File: config.mk
export PLATFORM = sky130hd
export DESIGN_NAME = core_ctrl
export DESIGN_NICKNAME = d
export VERILOG_FILES = /design/src/rtl/core_ctrl.sv
export SDC_FILE = /design/constraint.sdc
export NUM_CORES = 1
export LEC_CHECK = 0
export ABC_AREA = 1
export CORE_MARGIN = 1
export CORE_UTILIZATION = 51
export DETAILED_ROUTE_END_ITERATION = 10
export PLACE_DENSITY = 0.85
export SLEW_MARGIN = 20
export SYNTH_ARGS = -nofsm -noshare
export SYNTH_HDL_FRONTEND = slang
export SYNTH_SLANG_ARGS = --single-unit
File: constraint.sdc
create_clock -name clk -period 2.9 [get_ports clk]
set_input_delay 0.435 -clock clk [delete_from_list [all_inputs] [get_ports clk]]
set_output_delay 0.435 -clock clk [all_outputs]
set_load 0.02 [all_outputs]
File: src/rtl/core_ctrl.sv
// Multi-cycle FETCH/DECODE/EXEC/MEM/WB control FSM for an RV64I+Zba core.
// Optional performance counters are compiled in with `define CORE_CTRL_PERF_EN.
module core_ctrl #(
    parameter int unsigned DMEM_TIMEOUT = 0,
    parameter int unsigned TMO_W        = 8
) (
    input  logic        clk,
    input  logic        rst_n,
    output logic        imem_req,
    input  logic        imem_valid,
    output logic        ir_we,
    input  logic [6:0]  opcode,
    input  logic [2:0]  funct3,
    input  logic [6:0]  funct7,
    input  logic [4:0]  rd,
    output logic [3:0]  alu_op,
    output logic        alu_w,
    output logic        alu_src_imm,
    output logic        imm_sel,
    output logic        dmem_req,
    output logic        dmem_we,
    input  logic        dmem_ready,
    output logic        rf_we,
    output logic        wb_sel,
    output logic        pc_we,
    output logic        retire,
    output logic        illegal
`ifdef CORE_CTRL_PERF_EN
    ,
    output logic [63:0] perf_cycles,
    output logic [63:0] perf_instret
`endif
);

    typedef enum logic [2:0] {S_FETCH, S_DECODE, S_EXEC, S_MEM, S_WB, S_TRAP} state_t;
    typedef enum logic [1:0] {C_ALU, C_LOAD, C_STORE} cls_t;
    typedef enum logic [3:0] {
        ALU_ADD, ALU_SUB, ALU_SLL, ALU_SLT, ALU_SLTU, ALU_XOR, ALU_SRL, ALU_SRA,
        ALU_OR, ALU_AND, ALU_SH1ADD, ALU_SH2ADD, ALU_SH3ADD, ALU_ADD_UW, ALU_SLLI_UW
    } alu_op_t;

    localparam logic [6:0] OPC_OP        = 7'b0110011;
    localparam logic [6:0] OPC_OP_32     = 7'b0111011;
    localparam logic [6:0] OPC_OP_IMM    = 7'b0010011;
    localparam logic [6:0] OPC_OP_IMM_32 = 7'b0011011;
    localparam logic [6:0] OPC_LOAD      = 7'b0000011;
    localparam logic [6:0] OPC_STORE     = 7'b0100011;
    localparam logic [TMO_W-1:0] TMO_LAST = TMO_W'(DMEM_TIMEOUT == 0 ? 0 : DMEM_TIMEOUT - 1);

    state_t          state;
    cls_t            cls;
    logic [TMO_W-1:0] tmo_cnt;

    logic    dec_legal, dec_w, dec_imm, dec_ssel;
    alu_op_t dec_op;
    cls_t    dec_cls;

    function automatic alu_op_t base_op(input logic [2:0] f3, input logic alt);
        case (f3)
            3'b000:  return alt ? ALU_SUB : ALU_ADD;
            3'b001:  return ALU_SLL;
            3'b010:  return ALU_SLT;
            3'b011:  return ALU_SLTU;
            3'b100:  return ALU_XOR;
            3'b101:  return alt ? ALU_SRA : ALU_SRL;
            3'b110:  return ALU_OR;
            default: return ALU_AND;
        endcase
    endfunction

    function automatic alu_op_t sh_op(input logic [2:0] f3);
        case (f3[2:1])
            2'b01:   return ALU_SH1ADD;
            2'b10:   return ALU_SH2ADD;
            default: return ALU_SH3ADD;
        endcase
    endfunction

    // NOTE: every always_comb output gets a default first so no path leaves it unassigned (no latch).
    always_comb begin
        dec_legal = 1'b0;
        dec_op    = ALU_ADD;
        dec_w     = 1'b0;
        dec_imm   = 1'b0;
        dec_ssel  = 1'b0;
        dec_cls   = C_ALU;
        case (opcode)
            OPC_OP: begin
                if (funct7 == 7'b0000000) begin
                    dec_legal = 1'b1;
                    dec_op    = base_op(funct3, 1'b0);
                end else if (funct7 == 7'b0100000 && funct3 inside {3'b000, 3'b101}) begin
                    dec_legal = 1'b1;
                    dec_op    = base_op(funct3, 1'b1);
                end else if (funct7 == 7'b0010000 && funct3 inside {3'b010, 3'b100, 3'b110}) begin
                    dec_legal = 1'b1;
                    dec_op    = sh_op(funct3);
                end
            end
            OPC_OP_32: begin
                if (funct7 == 7'b0000000 && funct3 inside {3'b000, 3'b001, 3'b101}) begin
                    dec_legal = 1'b1;
                    dec_w     = 1'b1;
                    dec_op    = base_op(funct3, 1'b0);
                end else if (funct7 == 7'b0100000 && funct3 inside {3'b000, 3'b101}) begin
                    dec_legal = 1'b1;
                    dec_w     = 1'b1;
                    dec_op    = base_op(funct3, 1'b1);
                end else if (funct7 == 7'b0000100 && funct3 == 3'b000) begin
                    dec_legal = 1'b1;
                    dec_op    = ALU_ADD_UW;
                end else if (funct7 == 7'b0010000 && funct3 inside {3'b010, 3'b100, 3'b110}) begin
                    // shNadd.uw shares the shNadd codes; the datapath zero-extends rs1 on OP-32.
                    dec_legal = 1'b1;
                    dec_op    = sh_op(funct3);
                end
            end
            OPC_OP_IMM: begin
                dec_imm   = 1'b1;
                dec_legal = !(funct3 inside {3'b001, 3'b101}) ||
                            funct7[6:1] inside {6'b000000, 6'b010000};
                dec_op    = base_op(funct3, funct3 == 3'b101 && funct7[5]);
            end
            OPC_OP_IMM_32: begin
                dec_imm = 1'b1;
                if (funct3 == 3'b000) begin
                    dec_legal = 1'b1;
                    dec_w     = 1'b1;
                end else if (funct3 == 3'b001 && funct7 == 7'b0000000) begin
                    dec_legal = 1'b1;
                    dec_w     = 1'b1;
                    dec_op    = ALU_SLL;
                end else if (funct3 == 3'b001 && funct7[6:1] == 6'b000010) begin
                    dec_legal = 1'b1;
                    dec_op    = ALU_SLLI_UW;
                end else if (funct3 == 3'b101 && funct7 inside {7'b0000000, 7'b0100000}) begin
                    dec_legal = 1'b1;
                    dec_w     = 1'b1;
                    dec_op    = base_op(funct3, funct7[5]);
                end
            end
            OPC_LOAD: begin
                dec_legal = funct3 != 3'b111;
                dec_imm   = 1'b1;
                dec_cls   = C_LOAD;
            end
            OPC_STORE: begin
                dec_legal = !funct3[2];
                dec_imm   = 1'b1;
                dec_ssel  = 1'b1;
                dec_cls   = C_STORE;
            end
            default: ;
        endcase
    end

    // NOTE: sequential state uses non-blocking assignments and clears asynchronously on rst_n low.
    always_ff @(posedge clk or negedge rst_n) begin
        if (!rst_n) begin
            state       <= S_FETCH;
            cls         <= C_ALU;
            tmo_cnt     <= '0;
            imem_req    <= 1'b0;
            dmem_req    <= 1'b0;
            dmem_we     <= 1'b0;
            illegal     <= 1'b0;
            alu_op      <= 4'd0;
            alu_w       <= 1'b0;
            alu_src_imm <= 1'b0;
            imm_sel     <= 1'b0;
        end else begin
            case (state)
                S_FETCH: begin
                    if (!imem_req) begin
                        imem_req <= 1'b1;
                    end else if (imem_valid) begin
                        imem_req <= 1'b0;
                        state    <= S_DECODE;
                    end
                end
                S_DECODE: begin
                    alu_op      <= dec_op;
                    alu_w       <= dec_w;
                    alu_src_imm <= dec_imm;
                    imm_sel     <= dec_ssel;
                    cls         <= dec_cls;
                    if (dec_legal) begin
                        state <= S_EXEC;
                    end else begin
                        state   <= S_TRAP;
                        illegal <= 1'b1;
                    end
                end
                S_EXEC: begin
                    tmo_cnt <= '0;
                    if (cls == C_ALU) begin
                        state <= S_WB;
                    end else begin
                        state    <= S_MEM;
                        dmem_req <= 1'b1;
                        dmem_we  <= (cls == C_STORE);
                    end
                end
                S_MEM: begin
                    if (dmem_ready) begin
                        dmem_req <= 1'b0;
                        dmem_we  <= 1'b0;
                        if (cls == C_STORE) begin
                            state    <= S_FETCH;
                            imem_req <= 1'b1;
                        end else begin
                            state <= S_WB;
                        end
                    end else if (DMEM_TIMEOUT != 0 && tmo_cnt == TMO_LAST) begin
                        state    <= S_TRAP;
                        illegal  <= 1'b1;
                        dmem_req <= 1'b0;
                        dmem_we  <= 1'b0;
                    end else begin
                        tmo_cnt <= tmo_cnt + TMO_W'(1);
                    end
                end
                S_WB: begin
                    state    <= S_FETCH;
                    imem_req <= 1'b1;
                end
                S_TRAP:  ;
                default: state <= S_TRAP;
            endcase
        end
    end

    // Input-qualified strobes must act in the same cycle as imem_valid / dmem_ready.
    assign ir_we  = (state == S_FETCH) && imem_req && imem_valid;
    assign retire = (state == S_WB) || ((state == S_MEM) && dmem_ready && cls == C_STORE);
    assign pc_we  = retire;
    assign rf_we  = (state == S_WB) && (rd != 5'd0);
    assign wb_sel = (state == S_WB) && (cls == C_LOAD);

`ifdef CORE_CTRL_PERF_EN
    always_ff @(posedge clk or negedge rst_n) begin
        if (!rst_n) begin
            perf_cycles  <= 64'd0;
            perf_instret <= 64'd0;
        end else begin
            if (state != S_TRAP) perf_cycles <= perf_cycles + 64'd1;
            if (retire)          perf_instret <= perf_instret + 64'd1;
        end
    end
`endif

endmodule

==> results.txt <==
run results: Via density=5.43, fraction of synthesis flops using an asynchronous set or reset pin=100%, post-layout period usage of the worst path=87.0%, Post-Syn Area per Cell=5.89 µm², half-perimeter wire length after detailed placement=3170 µm, number of global-route vias before repair=1568, capture endpoint of the worst hold path=illegal$_DFFE_PN0P_, static leakage power=0.00102 µW, number of antenna violations at the first check in global routing=0, commonest non-fill, non-tap cell in the layout=nand2_1, core area=2730 µm², total of buffers placed on input and output ports=41, chip width=55.4 µm, yosys cell count=247, status=finished clean, class of the tightest hold or removal check=register to register, placer's final routability congestion estimate=0.899, Top cells excl fill/tap=72 x nand2_1, 41 x clkdlybuf4s50_1, 37 x nor2_1, cell depth of the worst hold path=2, setup skew after layout=0.00655 ns, critical setup path kind=input port to output port, DRT antenna net count=0, buffer count from post-CTS setup fixing=0, total die size=3070 µm², overflow left after global routing=0, count of final max-slew check failures=0, WL final=3890 µm, power per unit of standard cell area=445 nW/µm², max cap viols=0, routed wirelength normalized by instance count=12.1 µm, number of enable flip-flop cells=0, clock-pin slew of the registers on the worst-case setup and hold paths=0.08 ns, logic depth of the worst path, buffers included=5, TritonCTS buffer count=3, number of DRC markers after the initial detailed-route iteration=122, startpoint of the most critical hold path=illegal$_DFFE_PN0P_, number of remaining DRC errors=0, num ports=42, critical path's largest stage delay=0.53 ns, Area leader share=25.8%, synthesis warning total=0, post_cts resized=0, critical path, cell by cell=clkdlybuf4s50_1, or4_1, o21ai_0, inv_1, clkdlybuf4s50_1, post-cts hold buffer count=0, Net Count, Synth=276
[logic make-up (layout without fill, tap and decap cells)]
family | count (synthesis) | count (layout) | synth area share, %
buf+inv | 39 | 83 | 10.4
simple gates | 167 | 167 | 52.2
fa+ha+maj | 3 | 3 | 2.58
compound gates | 23 | 23 | 9.03
flops | 15 | 15 | 25.8
[registers in the layout, summed over array words and instances (netlist names)]
signal,count
alu_op,4
alu_src_imm,1
alu_w,1
cls,1
dmem_req,1
dmem_we,1
illegal,1
imem_req,1
imm_sel,1
state,3
[cell usage after synthesis (3+ instances only)]
cell,n
a21oi_1,9
dfrtp_1,15
ha_1,3
inv_1,34
inv_2,3
nand2_1,72
nand3_1,31
nand3_2,3
nand3b_1,3
nand4_1,5
nor2_1,37
nor3_1,9
o21a_1,3
o21ai_0,7
[layout make-up]
class / count / area (µm²)
Inverter: 37 / 139
Multi-Input combinational cell: 193 / 928
Fill cell: 266 / 808
Clock buffer: 4 / 26.3
Sequential cell: 15 / 375
Timing Repair Buffer: 42 / 418
Tap cell: 31 / 38.8
[where the power goes]
part	total (µW)	switching [µW]	internal, µW
sequential	283	32.1	250
combinational	456	258	198
clock	119	65.9	53.4
[metal layers]
| metal | vias to the layer above | part of all wire (%) | GRT usage, % |
|---|---|---|---|
| li1 | 886 | - | - |
| met4 | 0 | 0.62 | 4.29 |
| met1 | 776 | 44 | 37.4 |
| met2 | 82 | 47 | 44.2 |
| met3 | 5 | 8.4 | 5.39 |
| met5 | - | 0 | 0 |
[worst max path at each step]
| stage | startpoint | to | slack [ns] |
|---|---|---|---|
| 2_1_floorplan | imm_sel$_DFFE_PN0P_ | retire | 0.92 |
| 3_3_place_gp | rd[1] | rf_we | 0.41 |
| 3_5_place_dp | rd[1] | rf_we | 0.36 |
| 4_1_cts | rd[1] | rf_we | 0.36 |
| 5_1_grt | state[1]$_DFFE_PN0P_ | pc_we | 0.24 |
| 6_report | rd[1] | rf_we | 0.38 |
[per-stage QoR]
step	setup WS (ns)	utilization, %	power (µW)	hold WS, ns	instance area [µm²]
2_1_floorplan	0.919	-	555	0.139	1460
3_3_place_gp	0.408	69.5	734	0.451	1900
3_5_place_dp	0.361	69.5	746	0.453	1900
4_1_cts	0.360	70.4	867	0.473	1930
5_1_grt	0.244	70.4	922	0.525	1930
6_report	0.377	70.4	858	0.468	1930
[worst register-to-register path, cell delays in order (launching register included)]
cell,delay (ns)
dfrtp_1,0.42
or2_2,0.35
nor2_1,0.14
nand2_1,0.10
nand3_1,0.10
nor3_1,0.05
a21oi_1,0.14
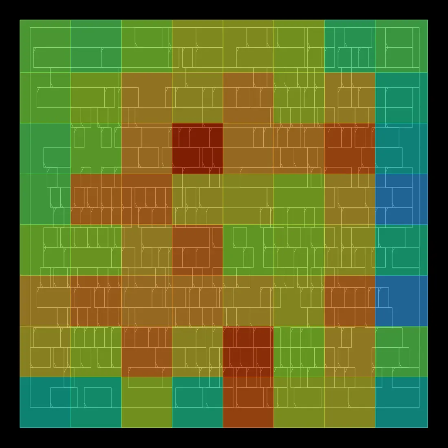
congestion_map.png
global-route track usage on met2: 44.2%
most heavily used metal layer in global routing: met2
met1 track demand over resource: 37.4%
Final Core Density: 70.4%

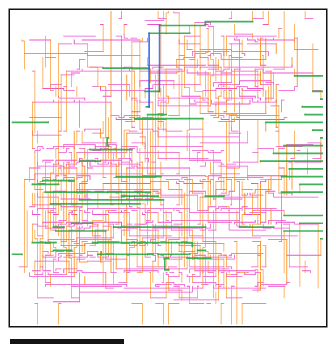
layers.png
Bar = 20 µm.
Key: blue = M4 [wire length 24.5 µm]; orange = M2 [wire length 1820 µm]; green = M3 [wire length 325 µm]; magenta = M1 [wire length 1720 µm]

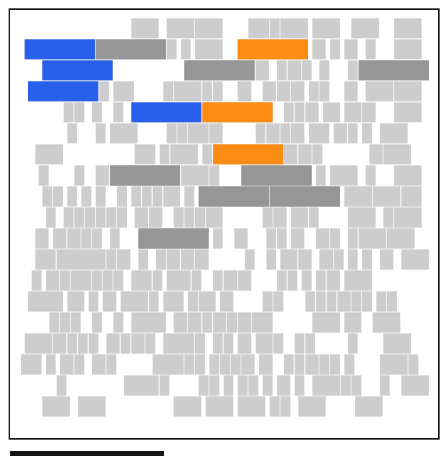
ff_map.png
Bar = 20 µm.
Key: blue = alu_op [flops 4, where top left]; orange = state [flops 3]
Another 8 sequential cells are not colored.

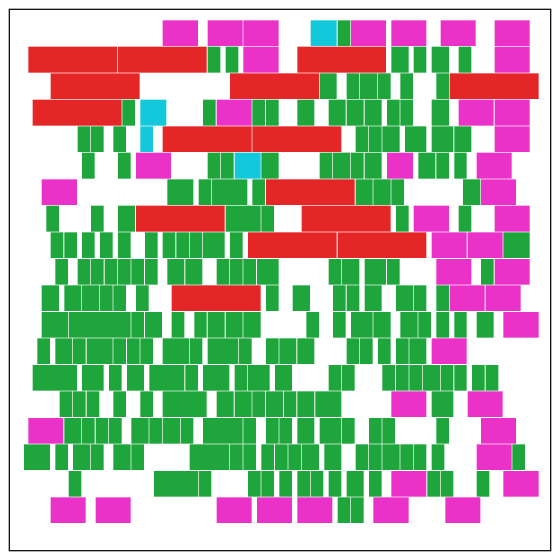
class_map.png
Key: green = remaining logic cells [cells 230]; red = registers [cells 15]; cyan = clock drivers and dummy loads [cells 4]; magenta = remaining buffers and delay cells [cells 42]

Power is estimated from default activity; no workload was simulated.
